==> src/rtl/pes_bdi_line_packer.sv <==
// BDI line packer: header byte plus right-aligned payload per line,
// concatenated into a 64-bit word stream with a zero-padded flush drain.
module pes_bdi_line_packer (
    input  logic         clock,
    input  logic         reset,
    input  logic         in_valid,
    output logic         in_ready,
    input  logic [2:0]   in_encoding,
    input  logic [255:0] in_data,
    input  logic         flush,
    output logic         out_valid,
    input  logic         out_ready,
    output logic [63:0]  out_data,
    output logic [3:0]   out_bytes,
    output logic [15:0]  lines_packed
);

    logic [319:0] buffer;
    logic [5:0]   cnt;
    logic         flush_pending;

    logic [5:0]   len;
    logic [255:0] pay_mask;
    logic [263:0] record;
    logic [319:0] placed;
    logic         accept;
    logic         emit;
    logic [5:0]   cnt_next;
    logic         fp_next;
    logic [63:0]  out_mask;

    always_comb begin
        len = 6'd0;
        unique case (in_encoding)
            3'd0: len = 6'd0;
            3'd1: len = 6'd12;
            3'd2: len = 6'd16;
            3'd3: len = 6'd24;
            3'd4: len = 6'd12;
            3'd5: len = 6'd20;
            3'd6: len = 6'd18;
            3'd7: len = 6'd32;
        endcase
    end

    // Masking the payload keeps every buffer byte at index >= cnt zero.
    assign pay_mask = (256'd1 << {len, 3'b000}) - 256'd1;
    assign record   = {in_data & pay_mask, 5'b00000, in_encoding};
    assign placed   = {56'd0, record} << {cnt, 3'b000};

    assign in_ready  = (cnt <= 6'd7) && !flush_pending;
    assign out_valid = (cnt >= 6'd8) || (flush_pending && cnt != 6'd0);
    assign accept    = in_valid && in_ready;
    assign emit      = out_valid && out_ready;

    always_comb begin
        cnt_next = cnt;
        if (accept)
            cnt_next = cnt + len + 6'd1;
        else if (emit)
            cnt_next = (cnt >= 6'd8) ? cnt - 6'd8 : 6'd0;
    end

    // A pending flush with nothing left to drain would stall the input.
    assign fp_next = (flush_pending || (flush && (cnt != 6'd0 || accept)))
                     && (cnt_next != 6'd0);

    always_ff @(posedge clock or posedge reset) begin
        if (reset) begin
            buffer        <= '0;
            cnt           <= 6'd0;
            flush_pending <= 1'b0;
            lines_packed  <= 16'd0;
        end else begin
            if (accept)
                buffer <= buffer | placed;
            else if (emit)
                buffer <= buffer >> 64;
            cnt           <= cnt_next;
            flush_pending <= fp_next;
            if (accept)
                lines_packed <= lines_packed + 16'd1;
        end
    end

    assign out_mask  = (cnt >= 6'd8) ? {64{1'b1}}
                     : ((64'd1 << {cnt[2:0], 3'b000}) - 64'd1);
    assign out_data  = buffer[63:0] & out_mask;
    assign out_bytes = (cnt >= 6'd8) ? 4'd8 : {1'b0, cnt[2:0]};

endmodule

==> config.mk <==
export PLATFORM = sky130hd
export DESIGN_NAME = pes_bdi_line_packer
export DESIGN_NICKNAME = d
export VERILOG_FILES = /design/src/rtl/pes_bdi_line_packer.sv
export SDC_FILE = /design/constraint.sdc
export NUM_CORES = 2
export LEC_CHECK = 0
export ABC_AREA = 1
export CELL_PAD_IN_SITES_DETAIL_PLACEMENT = 0
export CELL_PAD_IN_SITES_GLOBAL_PLACEMENT = 1
export CORE_MARGIN = 2
export CORE_UTILIZATION = 43
export DETAILED_ROUTE_END_ITERATION = 7
export PLACE_DENSITY = 0.89
export SLEW_MARGIN = 20
export SYNTH_ARGS = -nofsm -noshare
export SYNTH_HDL_FRONTEND = slang
export SYNTH_SLANG_ARGS = --single-unit
==> constraint.sdc <==
create_clock -name clock -period 20.3 [get_ports clock]
set_clock_uncertainty 0.1 [all_clocks]
set_input_delay 4.06 -clock clock [delete_from_list [all_inputs] [get_ports clock]]
set_output_delay 4.06 -clock clock [all_outputs]
set_load 0.005 [all_outputs]
==> impl_metrics.ini <==
; implementation run metrics
[floorplan]
coreArea_um2 = 74400
rows = 100
dieArea_um2 = 77500
fp_util_pct = 43.5
die_x_um = 278

[critical_path]
crit_fanout = 22
timing.rr.end = buffer[204]
cp_common_cell = nand2_1
critPathCapture = buffer[204]
r2r_slack_ns = 14.46
timing.critical_path.from = in_encoding[1]
cp_data_arrival_time_ns = 9.59
end_kind = flip-flop
crit_chain = clkdlybuf4s50_1, inv_4, ha_1, nand2_1, nand2_4, nor2_8, nand2_4, ha_1, nand2_1, nor2_4, nand3_2, inv_2, nand2_1, nand2_1, nand2_1, nand2_1, nand3_1, a21oi_1, o21ai_0, nand3_1
r2r-start = cnt[4]
rr_worst_depth = 13
cp.required_ns = 20.72
path_buffers = 3
cpMaxStageDelayCell = clkdlybuf4s50_1
path_delay_family = simple AND/OR/NAND/NOR gates
worst-path-stages = 20
slowest_delay_ns = 0.89
critPathKind = in2reg

[synthesis]
ys_types = 52
simple_gate_area_share_pct = 47.8
topCellsByArea = nand2_1 27%, dfrtp_1 27%, nand3_1 16%
ys_sh_aoi_pct = 13.5
ys_sh_xor_pct = 0.460
logic_family = simple AND/OR/NAND/NOR gates
edf_count = 0
ys_seq_share_pct = 26.5
ys_sh_mux_pct = 0.340
top_cell_area_share_pct = 26.6
numSynthFlops = 343
ys_warn_count = 0
async_flop_share_pct = 100
syn_inst = 5694
yosys_cells = 5694
syn_area_um2 = 32400
ys_area_um2 = 32400
top_cell = nand2_1

[global_route]
grt_overflow = 0
met3_usage_pct = 12.6
track_usage_pct = 48.6
use_met2_pct = 68.4
grt_busiest_layer = met2

[pwr]
p_int_uw = 2560
p_sw_uw = 4130
p_comb_share_pct = 71.3
pwr-share-seq_pct = 16.8
power_leader = combinational logic
p_comb_uw = 4760
p_total_uw = 6690
p_leak_uw = 0.0191
pg_seq_uw = 1120

[finish]
design_area_um2 = 37400
num-nets-final = 6017
mostFrequentLayoutCells = 2293 x nand2_1, 1058 x nand3_1, 472 x inv_1, 349 x clkdlybuf4s50_1, 338 x dfrtp_1
nFillCells = 8131

[status]
status = finished clean

[timing]
hold_viol = 0
slew_headroom_pct = 20.3
rsz0062_at_grt = false
fin_crit_ns = 9.16
worst_hold_slack_ns = 0.370
fmax_mhz = 109
setup_slack_ns = 11.14
period_used_pct = 45.1
fin_setup_tns_ns = 0

[placed_design]
dp_hpwl_mm = 142
place_ws_ns = 10.82
placed_area_um2 = 36000
place_inst = 6664

[route]
ant_nets = 0
met2_length_mm = 76.9
top_layer = met5
drt-initial-drc-count = 7322
vias = 41700
wl_met1_mm = 70.6
drt_first_pass_iters = 7
avgViaCountPerCell = 6.19

[clock_network]
holdBufCountCts = 0
clkTransAtPathRegs_ns = 0.06
clock_path_buffers = 3
cts_tree = built
insertion_delay_ns = 0.60
htree_num_levels = 2
clkSinkCount = 343
cts_buffers = 42

[min_path]
hold_depth = 1
hold_path_startpoint = lines_packed[15]

[flow_run]
warning_count = 48
cap_violations = 0
-- layout make-up --
| cell class | count | area, um^2 | area share (%) |
|---|---|---|---|
| clock buffers | 59 | 1190 | 3.19 |
| clock inverters | 15 | 203 | 0.542 |
| flip-flops and latches | 343 | 8600 | 23.0 |
| diodes | 6 | 15.0 | 0.0401 |
| multi-input cells | 4455 | 20300 | 54.3 |
| repair buffers | 405 | 3980 | 10.7 |
| inverters | 493 | 1900 | 5.08 |
| well taps | 969 | 1210 | 3.24 |
-- registers in the layout (all words and copies together) (netlist names) --
register / cells
buffer: 320
cnt: 6
flush_pending: 1
lines_packed: 16
### Placement view

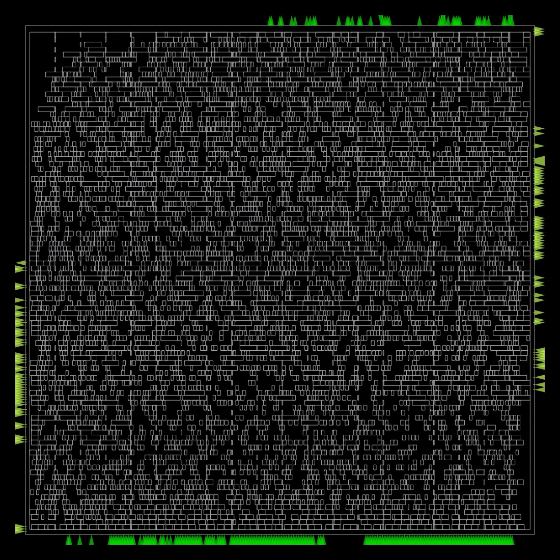
non-filler cells, final: 6745
final core occ: 50.2%

### M1 wires

Drawn at 1.5 px/um. Supply wires on this layer in grey. Cells faint in the background.
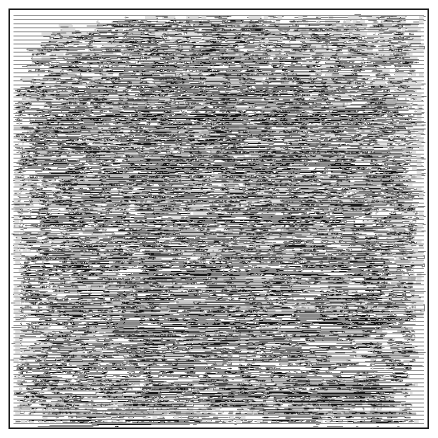
longest straight run = 99.8 um
wire length on this layer = 70.6 mm
main direction = horizontal
share of all routed wire = 37%
nets with wire on the layer = 5655
final WL: 193 mm
grt met1 use: 60.9%

### Wires at chosen ports, followed through buffers

Drawn at 1 px/um.
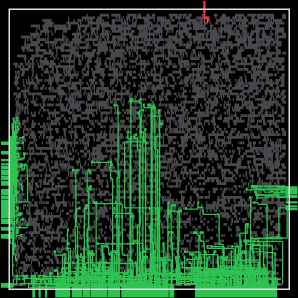
reset -> red  # direction input, end cells 1, buffers 1, wire 18.2 um
in_data -> green  # direction input, end cells 322, buffers 256, wire 14200 um
number of port buffers: 349
io pins: 350

Power and IR drop assume default switching activity.
